## src/rtl/wb_write_arbiter_if.sv

```systemverilog
// wb_write_arbiter_if: pipeline/MDU request and register-write bus of the writeback arbiter
interface wb_write_arbiter_if #(
  parameter int DBITS      = 32,
  parameter int REGNOBITS  = 5,
  parameter int FIFO_DEPTH = 2
);
  localparam int CW = $clog2(FIFO_DEPTH) + 1;
  logic                 pipe_valid;
  logic [REGNOBITS-1:0] pipe_regno;
  logic [DBITS-1:0]     pipe_value;
  logic                 pipe_stall;
  logic                 mdu_valid;
  logic [REGNOBITS-1:0] mdu_regno;
  logic [DBITS-1:0]     mdu_value;
  logic                 mdu_ready;
  logic                 wr_reg_WB;
  logic [REGNOBITS-1:0] wregno_WB;
  logic [DBITS-1:0]     regval_WB;
  logic [CW-1:0]        fifo_count;
  logic                 starve_active;
  modport master (
    output pipe_valid, pipe_regno, pipe_value, mdu_valid, mdu_regno, mdu_value,
    input  pipe_stall, mdu_ready, wr_reg_WB, wregno_WB, regval_WB, fifo_count, starve_active
  );
  modport slave (
    input  pipe_valid, pipe_regno, pipe_value, mdu_valid, mdu_regno, mdu_value,
    output pipe_stall, mdu_ready, wr_reg_WB, wregno_WB, regval_WB, fifo_count, starve_active
  );
endinterface

```

## src/rtl/wb_write_arbiter.sv

```systemverilog
// wb_write_arbiter: shares the register-file write port between pipeline writeback and a buffered MDU
module wb_write_arbiter #(
  parameter int DBITS        = 32,
  parameter int REGNOBITS    = 5,
  parameter int FIFO_DEPTH   = 2,
  parameter int STARVE_LIMIT = 4
) (
  input logic clk,
  input logic reset,
  wb_write_arbiter_if.slave bus
);
  localparam int AW = $clog2(FIFO_DEPTH);
  localparam int CW = AW + 1;
  localparam int SW = $clog2(STARVE_LIMIT + 1);
  localparam logic [CW-1:0] DEPTH = CW'(FIFO_DEPTH);
  localparam logic [SW-1:0] LIMIT = SW'(STARVE_LIMIT);
  logic [REGNOBITS-1:0] regno_mem [FIFO_DEPTH];
  logic [DBITS-1:0]     value_mem [FIFO_DEPTH];
  logic [AW-1:0]        wr_ptr, rd_ptr;
  logic [CW-1:0]        count;
  logic [SW-1:0]        starve_cnt;
  logic                 fifo_ne, starve, ready, push, pop, grant_pipe, grant;
  logic [REGNOBITS-1:0] g_regno, regno_q;
  logic [DBITS-1:0]     g_value, value_q;
  logic                 wr_q;
  // Grant selection: a forced MDU slot beats the pipeline, which beats an unforced MDU slot
  always_comb begin
    fifo_ne    = count != '0;
    starve     = (starve_cnt == LIMIT) && fifo_ne;
    ready      = count < DEPTH;
    push       = bus.mdu_valid && ready;
    grant_pipe = bus.pipe_valid && !starve;
    pop        = fifo_ne && !grant_pipe;
    grant      = grant_pipe || pop;
    g_regno    = pop ? regno_mem[rd_ptr] : bus.pipe_regno;
    g_value    = pop ? value_mem[rd_ptr] : bus.pipe_value;
  end
  assign bus.mdu_ready     = ready;
  assign bus.pipe_stall    = bus.pipe_valid && starve;
  assign bus.starve_active = starve;
  assign bus.fifo_count    = count;
  assign bus.wr_reg_WB     = wr_q;
  assign bus.wregno_WB     = regno_q;
  assign bus.regval_WB     = value_q;
  // MDU result storage; contents are meaningless outside the pointer window so no reset
  always_ff @(posedge clk) begin
    if (push) begin
      regno_mem[wr_ptr] <= bus.mdu_regno;
      value_mem[wr_ptr] <= bus.mdu_value;
    end
  end
  // FIFO pointers and occupancy; power-of-2 depth lets the pointers wrap naturally
  always_ff @(posedge clk or negedge reset) begin
    if (!reset) begin
      wr_ptr <= '0;
      rd_ptr <= '0;
      count  <= '0;
    end else begin
      if (push) wr_ptr <= wr_ptr + AW'(1);
      if (pop) rd_ptr <= rd_ptr + AW'(1);
      count <= count + CW'(push) - CW'(pop);
    end
  end
  // Counts cycles a waiting MDU result is passed over, saturating at the forcing threshold
  always_ff @(posedge clk or negedge reset) begin
    if (!reset) starve_cnt <= '0;
    else if (!fifo_ne || pop) starve_cnt <= '0;
    else if (starve_cnt != LIMIT) starve_cnt <= starve_cnt + SW'(1);
  end
  // Registered write port; x0 requests are consumed but never enable a write
  always_ff @(posedge clk or negedge reset) begin
    if (!reset) begin
      wr_q    <= 1'b0;
      regno_q <= '0;
      value_q <= '0;
    end else begin
      wr_q <= grant && (g_regno != '0);
      if (grant) begin
        regno_q <= g_regno;
        value_q <= g_value;
      end
    end
  end
endmodule

```

## src/flat_wrapper.sv

```systemverilog
// flat-port wrapper written by rule: the top's interface ports become plain ports
module wb_write_arbiter_flat 
#(
  parameter int DBITS        = 32,
  parameter int REGNOBITS    = 5,
  parameter int FIFO_DEPTH   = 2,
  parameter int STARVE_LIMIT = 4
)
  (clk, reset, bus_pipe_valid, bus_pipe_regno, bus_pipe_value, bus_mdu_valid, bus_mdu_regno, bus_mdu_value, bus_pipe_stall, bus_mdu_ready, bus_wr_reg_WB, bus_wregno_WB, bus_regval_WB, bus_fifo_count, bus_starve_active);
  wb_write_arbiter_if #(.DBITS(DBITS), .REGNOBITS(REGNOBITS), .FIFO_DEPTH(FIFO_DEPTH)) bus_i ();
  input logic clk;
  input logic reset;
  input wire logic [$bits(bus_i.pipe_valid)-1:0] bus_pipe_valid;
  input wire logic [$bits(bus_i.pipe_regno)-1:0] bus_pipe_regno;
  input wire logic [$bits(bus_i.pipe_value)-1:0] bus_pipe_value;
  input wire logic [$bits(bus_i.mdu_valid)-1:0] bus_mdu_valid;
  input wire logic [$bits(bus_i.mdu_regno)-1:0] bus_mdu_regno;
  input wire logic [$bits(bus_i.mdu_value)-1:0] bus_mdu_value;
  output wire logic [$bits(bus_i.pipe_stall)-1:0] bus_pipe_stall;
  output wire logic [$bits(bus_i.mdu_ready)-1:0] bus_mdu_ready;
  output wire logic [$bits(bus_i.wr_reg_WB)-1:0] bus_wr_reg_WB;
  output wire logic [$bits(bus_i.wregno_WB)-1:0] bus_wregno_WB;
  output wire logic [$bits(bus_i.regval_WB)-1:0] bus_regval_WB;
  output wire logic [$bits(bus_i.fifo_count)-1:0] bus_fifo_count;
  output wire logic [$bits(bus_i.starve_active)-1:0] bus_starve_active;
  assign bus_i.pipe_valid = bus_pipe_valid;
  assign bus_i.pipe_regno = bus_pipe_regno;
  assign bus_i.pipe_value = bus_pipe_value;
  assign bus_i.mdu_valid = bus_mdu_valid;
  assign bus_i.mdu_regno = bus_mdu_regno;
  assign bus_i.mdu_value = bus_mdu_value;
  assign bus_pipe_stall = bus_i.pipe_stall;
  assign bus_mdu_ready = bus_i.mdu_ready;
  assign bus_wr_reg_WB = bus_i.wr_reg_WB;
  assign bus_wregno_WB = bus_i.wregno_WB;
  assign bus_regval_WB = bus_i.regval_WB;
  assign bus_fifo_count = bus_i.fifo_count;
  assign bus_starve_active = bus_i.starve_active;
  wb_write_arbiter #(.DBITS(DBITS), .REGNOBITS(REGNOBITS), .FIFO_DEPTH(FIFO_DEPTH), .STARVE_LIMIT(STARVE_LIMIT)) u_core (.clk(clk), .reset(reset), .bus(bus_i));
endmodule
```

## config.mk

```make
export PLATFORM = sky130hd
export DESIGN_NAME = wb_write_arbiter_flat
export DESIGN_NICKNAME = d
export VERILOG_FILES = /design/src/rtl/wb_write_arbiter_if.sv /design/src/rtl/wb_write_arbiter.sv /design/src/flat_wrapper.sv
export SDC_FILE = /design/constraint.sdc
export NUM_CORES = 1
export LEC_CHECK = 0
export CAP_MARGIN = 20
export CORE_ASPECT_RATIO = 0.7
export CORE_MARGIN = 2
export CORE_UTILIZATION = 45
export CTS_BUF_LIST = sky130_fd_sc_hd__clkbuf_4
export DETAILED_ROUTE_END_ITERATION = 10
export PLACE_DENSITY = 0.78
export REMOVE_ABC_BUFFERS = 1
export SLEW_MARGIN = 20
export SYNTH_ARGS = -nofsm -noshare
export SYNTH_HDL_FRONTEND = slang
export SYNTH_SLANG_ARGS = --single-unit
```

## constraint.sdc

```tcl
create_clock -name clk -period 4.3 [get_ports clk]
set_clock_uncertainty 0.15 [all_clocks]
set_input_delay 0.86 -clock clk [delete_from_list [all_inputs] [get_ports clk]]
set_output_delay 0.86 -clock clk [all_outputs]
set_load 0.02 [all_outputs]
```

==> images/layer_met4.png <==
Scale bar: 50 um.
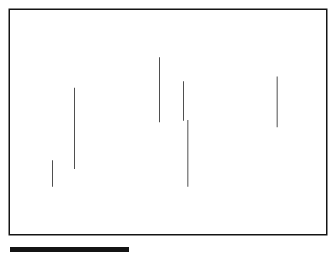
The wires run mostly vertical. 4 nets have wire on it. The longest straight run is 34.0 um.
WL final: 12.6 mm
total number of vias: 3609

==> images/placement_by_type.png <==
Scale bar: 50 um. Fill, decap, tap and diode cells in grey.
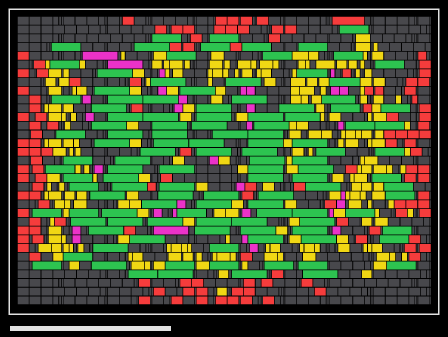
Key: green = sequential cells [cells 119]; yellow = combinational and other logic [cells 224]; magenta = clock drivers and dummy loads [cells 32]; red = remaining buffers and delay cells [cells 126]

==> out/results.ini <==
[power]
power_frac_clock_pct = 19.0
combPwrFrac_pct = 39.6
power.switching_mw = 1.52
leakagePower_nw = 2.42
internal-power_mw = 2.67

[finish]
largest_reg_flops = 64
comb_area_sq_um = 1710
lay_top_count = clkdlybuf4s50_1
comb_share_pct = 25.1
final_core_util_pct = 59.0
sh_seq_area_pct = 49.2
ff_count = 119
fin_cells = 658
logic_gates = 219

[global_routing]
gr-usage-met1_pct = 28.2

[critical_path]
crit_path_end_kind = output port
max_stage_delay_ns = 0.69
r2r_start = u_core.bus.fifo_count[1]
crit_chain = inv_1, ha_1, o211a_1, buf_4, clkdlybuf4s50_1
crit_cells = 5
worst_setup_path_start_kind = flip-flop
cpMaxStageDelayCell = clkdlybuf4s50_1

[sta]
whs_ns = 0.198
finalClockPeriodUsage_pct = 81.0

[yosys]
ys_area_sq_um = 5260
edf_count = 74
yosysTopAreaCell = edfxtp_1
ys.flops = 119
ys_sh_mux_pct = 7.23
synth_top_cell_by_count = edfxtp_1
async_flop_share_pct = 37.8
ys_types = 32
seq_area_frac_synth_pct = 63.6

[detailed_routing]
routed-wl-met3_mm = 1.10
highest_layer = met4
wl_met1_mm = 5.84
first_pass_iters = 5

[floorplanning]
fp.dieH_um = 94.5
io_pins = 121
core_sq_um = 11600
dieArea_sq_um = 12600

[run]
warnings = 26

[clocking]
cts_setup_buffers = 0
cts.sinks = 119
cts_max_level = 4

[run_status]
status = finished, final reports clean

[worst_hold_path]
min_path_type = input port to asynchronous set/reset pin

